<file path="src/rtl/fetch_unit.sv">
// Instruction fetch stage: owns the fetch PC, issues 1-cycle imem reads, buffers words in a prefetch FIFO.
// Optional build macro FETCH_PERF_EN adds perf_fetched / perf_bubbles counters.
module fetch_unit #(
  parameter logic [31:0] RESET_PC   = 32'h0000_0000,
  parameter int          ADDR_W     = 10,
  parameter int          FIFO_DEPTH = 2
) (
  input  logic              clk,
  input  logic              rst,
  output logic              imem_req,
  output logic [ADDR_W-1:0] imem_addr,
  input  logic [31:0]       imem_rdata,
  output logic              id_valid,
  input  logic              id_ready,
  output logic [31:0]       id_inst,
  output logic [31:0]       id_pc,
  output logic [31:0]       id_pc4,
  input  logic              redirect_valid,
  input  logic [31:0]       redirect_pc
`ifdef FETCH_PERF_EN
  ,
  output logic [31:0]       perf_fetched,
  output logic [31:0]       perf_bubbles
`endif
);
  localparam int PW = (FIFO_DEPTH > 1) ? $clog2(FIFO_DEPTH) : 1;
  localparam int CW = PW + 1;
  localparam logic [CW:0] DEPTH_C = (CW+1)'(FIFO_DEPTH);

  typedef struct packed {
    logic [31:0] inst;
    logic [31:0] pc;
  } fq_entry_t;

  logic [31:0]   fetch_pc_q, fetch_pc_d;
  logic          inflight_q, inflight_d;
  logic [31:0]   tag_pc_q, tag_pc_d;
  logic [PW-1:0] rd_ptr_q, rd_ptr_d;
  logic [PW-1:0] wr_ptr_q, wr_ptr_d;
  logic [CW-1:0] count_q, count_d;
  fq_entry_t     fifo_q [FIFO_DEPTH];
  fq_entry_t     fifo_d [FIFO_DEPTH];

  fq_entry_t     head;
  logic          pop, push, issue;
  logic [CW:0]   credit_used;

  always_comb begin
    head     = fifo_q[rd_ptr_q];
    id_valid = (count_q != '0);
    pop      = id_valid && id_ready;
    // A slot being popped this cycle is free again for the word returning next cycle.
    credit_used = {1'b0, count_q} + {{CW{1'b0}}, inflight_q} - {{CW{1'b0}}, pop};
    issue    = rst && !redirect_valid && (credit_used < DEPTH_C);
    push     = inflight_q && !redirect_valid;

    imem_req  = issue;
    imem_addr = rst ? fetch_pc_q[ADDR_W+1:2] : '0;
    id_inst   = id_valid ? head.inst : '0;
    id_pc     = id_valid ? head.pc : '0;
    id_pc4    = id_valid ? (head.pc + 32'd4) : '0;
  end

  always_comb begin
    fetch_pc_d = fetch_pc_q;
    inflight_d = issue;
    tag_pc_d   = tag_pc_q;
    rd_ptr_d   = rd_ptr_q;
    wr_ptr_d   = wr_ptr_q;
    count_d    = count_q;
    fifo_d     = fifo_q;

    if (issue) begin
      tag_pc_d   = fetch_pc_q;
      fetch_pc_d = fetch_pc_q + 32'd4;
    end

    if (push) fifo_d[wr_ptr_q] = '{inst: imem_rdata, pc: tag_pc_q};

    if (redirect_valid) begin
      // Flush: buffered words and the outstanding return are both discarded.
      fetch_pc_d = {redirect_pc[31:2], 2'b00};
      rd_ptr_d   = '0;
      wr_ptr_d   = '0;
      count_d    = '0;
    end else begin
      rd_ptr_d = rd_ptr_q + PW'(pop);
      wr_ptr_d = wr_ptr_q + PW'(push);
      count_d  = count_q + CW'(push) - CW'(pop);
    end
  end

  always_ff @(posedge clk or negedge rst) begin
    if (!rst) begin
      fetch_pc_q <= RESET_PC;
      inflight_q <= 1'b0;
      tag_pc_q   <= '0;
      rd_ptr_q   <= '0;
      wr_ptr_q   <= '0;
      count_q    <= '0;
      for (int i = 0; i < FIFO_DEPTH; i++) fifo_q[i] <= '0;
    end else begin
      fetch_pc_q <= fetch_pc_d;
      inflight_q <= inflight_d;
      tag_pc_q   <= tag_pc_d;
      rd_ptr_q   <= rd_ptr_d;
      wr_ptr_q   <= wr_ptr_d;
      count_q    <= count_d;
      fifo_q     <= fifo_d;
    end
  end

`ifdef FETCH_PERF_EN
  logic [31:0] perf_fetched_q, perf_fetched_d;
  logic [31:0] perf_bubbles_q, perf_bubbles_d;

  // Redirects do not clear these; a pop in the redirect cycle still counts.
  always_comb begin
    perf_fetched_d = perf_fetched_q + {31'd0, pop};
    perf_bubbles_d = perf_bubbles_q + {31'd0, (id_ready && !id_valid)};
  end

  always_ff @(posedge clk or negedge rst) begin
    if (!rst) begin
      perf_fetched_q <= '0;
      perf_bubbles_q <= '0;
    end else begin
      perf_fetched_q <= perf_fetched_d;
      perf_bubbles_q <= perf_bubbles_d;
    end
  end

  assign perf_fetched = perf_fetched_q;
  assign perf_bubbles = perf_bubbles_q;
`endif

endmodule

</file>
<file path="config.mk">
export PLATFORM = sky130hd
export DESIGN_NAME = fetch_unit
export DESIGN_NICKNAME = d
export VERILOG_FILES = /design/src/rtl/fetch_unit.sv
export SDC_FILE = /design/constraint.sdc
export NUM_CORES = 1
export LEC_CHECK = 0
export ABC_AREA = 1
export CAP_MARGIN = 15
export CORE_MARGIN = 1.5
export CORE_UTILIZATION = 40
export CTS_CLUSTER_SIZE = 28
export DETAILED_ROUTE_END_ITERATION = 6
export GPL_ROUTABILITY_DRIVEN = 0
export PLACE_DENSITY = 0.68
export SETUP_SLACK_MARGIN = 0.05
export SLEW_MARGIN = 10
export SYNTH_ARGS = -nofsm -noshare
export SYNTH_HDL_FRONTEND = slang
export SYNTH_SLANG_ARGS = --single-unit
</file>
<file path="constraint.sdc">
create_clock -name clk -period 5.7 [get_ports clk]
set_clock_uncertainty 0.05 [all_clocks]
set_input_delay 1.14 -clock clk [delete_from_list [all_inputs] [get_ports clk]]
set_output_delay 1.14 -clock clk [all_outputs]
set_load 0.02 [all_outputs]
</file>
==> results.txt <==
Status on the layout run. Wires add up to 25.8 mm. According to the cell report, the number of logic gates is 874. For reference, the placement row count at floorplan is 57. Minimum clock period after layout landed at 4.96 ns. For this design the static power due to leakage is 5.83 nW. The area recorded from the Yosys report for this design is 10100 um2. Share of post-route cells with drive strength above 1 landed at 7.69%. Headroom to the max-slew limit landed at 36.2%. Die area landed at 26200 um2.

Routing resource usage on met1 recorded by global route was 30.0%. The number of antenna violations at the first check in global routing came to 0. The power report puts the net switching power at 2.86 mW.

Per the TritonCTS log, the buffer count is 17. The final layout reports a setup TNS of 0 ns. In this run the most used layer during global routing was met2. Global route total overflow landed at 0. Wire length on met1 landed at 13.1 mm. Per the detail_route log, met3 wirelength is 1.42 mm. The finished layout holds 1780 standard cells, fillers aside. Multi-input combinational area share landed at 34.8%.

Flop count landed at 189. sky130_fd_sc_hd__nand2_1 is the most common cell in the netlist. STA classifies the critical path startpoint as a primary input.

Counting instances in the post-synthesis netlist gives the leading cell types as 340 x sky130_fd_sc_hd__nand2_1, 189 x sky130_fd_sc_hd__dfrtp_1, 180 x sky130_fd_sc_hd__inv_1. For the worst setup path, the data required time is 4.51 ns. Along the critical path, the tally of buffer and inverter instances is 5. In this run the register-to-register setup slack is 2.46 ns. sky130_fd_sc_hd__dfrtp_1 takes more of the synthesized area than any other cell.

Well-tap cell count landed at 324. The synthesized instance count is 1310. The horizontal die dimension reported for this design is 162 um. Global-route track usage on met3 landed at 3.78%. The longest incremental delay of any stage on the critical path is reported as 0.63 ns.

Across every metal layer, demand over resource in global routing totals 20.2%. Clock group share of total power landed at 17.8%. Cell depth of the worst hold path landed at 2. The endpoint of the worst hold path is reported as fifo_q[93]$_DFFE_PN0P_. Register area landed at 4730 um2. Area after detailed placement landed at 12000 um2. The synthesized netlist devotes 1.39% of its cell area to XOR and XNOR gates. The script computed the net switching share of total power as 42.8%. Per the post-place timing report, worst setup slack is 0.722 ns. For the worst reg-to-reg path, the startpoint reported by OpenROAD is count_q[1]$_DFF_PN0_. Ranked by total cell area, the synthesized netlist is headed by sky130_fd_sc_hd__dfrtp_1 47%, sky130_fd_sc_hd__nand2_1 13%, sky130_fd_sc_hd__o21ai_0 6.7%, sky130_fd_sc_hd__inv_1 6.7%, sky130_fd_sc_hd__mux2_2 5.6%.

At the pin with the least slew margin, the transition time is 0.957 ns. Share of the core filled by cells before placement landed at 41.1%. First-pass GRT wire length landed at 42.4 mm. Number of global-route vias before repair landed at 8240. Per the finish-stage timing summary, setup violations number 0. Register bit total from synthesis landed at 189. Per the skew report, the later register of the worst-skew pair sees a clock latency of 0.44 ns. After layout, the inverter instance count without clock inverters stands at 181. The flow reports that sequential cells draw 35.1% of the design power. In this design, the largest share of critical-path delay is due to buffers and inverters. Yosys shows that the main logic family after synthesis is simple AND/OR/NAND/NOR gates. The slowest stage of the critical path is the sky130_fd_sc_hd__clkdlybuf4s50_1 cell. Final hold violation count landed at 0.

Clock cells make up 4.72% of the layout cell area. Count of H-tree levels built during CTS landed at 4. The flow ran to the end, and the final reports show no timing, DRC or antenna violations.

Buffers added to address setup during post-CTS repair amount to 0. The worst path uses 87.0% of the clock period. Max-slew violation count landed at 0. The cell-mix breakdown from Yosys lists the simple-gate area share as 23.0%. Number of synthesized flops with an enable pin landed at 0. Per the placement log, port buffering inserted 169 buffers.

Per the cell usage report, the commonest logic cells after layout are 339 x sky130_fd_sc_hd__nand2_1, 188 x sky130_fd_sc_hd__dfrtp_1, 180 x sky130_fd_sc_hd__inv_1, 168 x sky130_fd_sc_hd__clkdlybuf4s50_1, 136 x sky130_fd_sc_hd__o21ai_0. Non-clock buffers make up 14.3% of the layout cell area. Number of ordinary and repair buffers in the finished layout landed at 180.

Clock input transition at the sequential cells of the worst setup and hold paths landed at 0.07 ns. Along the worst path, the maximum fanout reaches 3. Number of fillers in the final layout landed at 2396.

In this run, the synthesized area fraction spent on AND-OR/OR-AND gates is recorded as 12.1%. The worst path meets setup with 0.743 ns of slack. Depth of the worst register-to-register path landed at 16. The internal portion of the total power is 3.82 mW. Traced cell by cell, the critical path runs through clkdlybuf4s50_1 -> inv_1 -> nor2_1 -> ha_1 -> inv_1 -> nand2_1 -> fa_1 -> nand2_1 -> nor2_1 -> nand2_2 -> inv_1 -> clkdlybuf4s50_1. Clock tree synthesis selected as its root buffer the cell sky130_fd_sc_hd__clkbuf_16. The total area inside the core boundary comes to 24500 um2. Among the stages of the critical path, the cell type that occurs most often is sky130_fd_sc_hd__inv_1. Looking at hold timing, the worst path starts from tag_pc_q[29]$_DFFE_PN0P_. Area taken by multi-input logic gates landed at 4390 um2. Sequential fraction of the synthesis area landed at 46.9%. Distinct cell type count after synthesis landed at 33. Dividing total power by cell area gives a power density of 530 nW/um2. The final route contains 8819 vias. Detailed route wirelength on metal2 landed at 11.1 mm. After detailed placement, the design holds a cell count of 1748. In this run the VDD rail shows a maximum IR drop of 0.249 mV.

Number of iterations in the first detailed-routing pass landed at 5. Arrival time of the worst setup path landed at 3.77 ns. Summed over the clock group, the power is 1.19 mW. The number of gates resized after CTS was 0. Pin count of the biggest net entering global routing landed at 159. Number of flip-flops under the largest register name landed at 124. For this run, the post-layout net count is 1519. During synthesis, Yosys emitted a total of 0 warnings. The biggest slice of the area belongs to flip-flops and latches. Checking hold timing, the worst path is listed with class reg -> reg.

Number of buffers between clock root and the deepest sink landed at 2. After synthesis, the largest area contributor takes up 46.9% of total cell area. Synthesis-to-finish area growth landed at 25.0%. Setup repair after global routing left no endpoint under its margin. TritonCTS built the clock tree. Hold slack landed at 0.447 ns.

The worst setup path is captured at a primary output. The number of antenna diodes in the final layout is 0. Across all stage logs, warnings added up to 31. In this run the critical register-to-register path is captured at fetch_pc_q[12]$_DFFE_PN0P_.

Per STA, the endpoint of the critical path is imem_req. Per the log, the first TritonRoute iteration ended with a DRC count of 737. The most common logic cell in the final layout is sky130_fd_sc_hd__nand2_1. During I/O placement, the number of pins put on the boundary was 176.
cell_classes.png
Bar = 50 um.
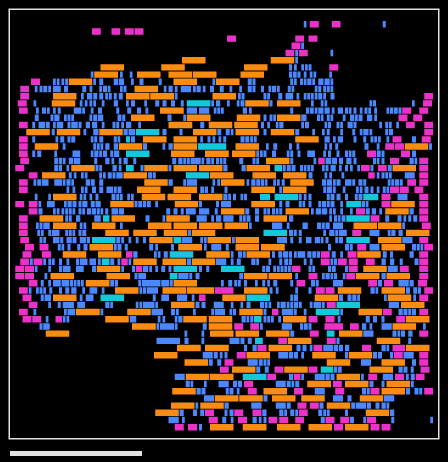
- flip-flops: orange (cells 189; share of their area 39%)
- other buffers and delay cells: magenta (cells 180; share of their area 15%)
- all other logic: blue (cells 1055; share of their area 42%)
- clock drivers and dummy loads: cyan (cells 32; share of their area 4.9%)

registers.png
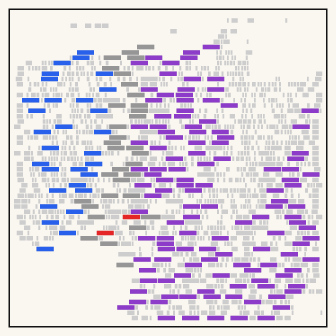
- fetch_pc_q: blue (flops 30)
- fifo_q: purple (flops 124)
- count_q: red (flops 2)
- not coloured: 33

pdn.png
Pins as bars on the die edge. Tap cells in grey.
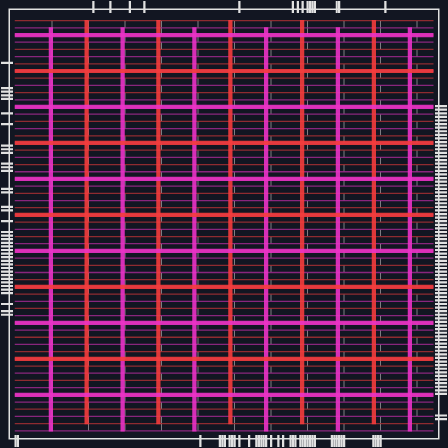
- VSS: magenta
- VDD: red
- rows: 57
- met5 straps: 11

clock_map.png
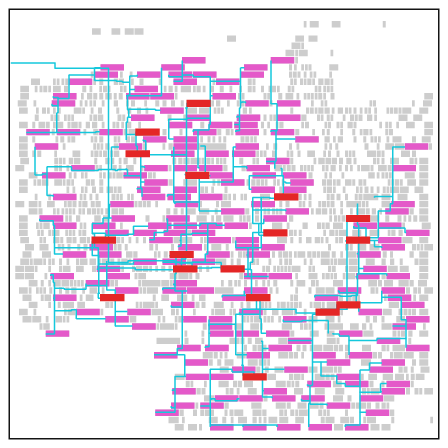
- clock wires: cyan (length 2280 um)
- flip-flops: magenta (count 189)
- cells driving clock nets: red (count 17)
- flops lie: all over the die

Power is estimated from default activity; no workload was simulated.
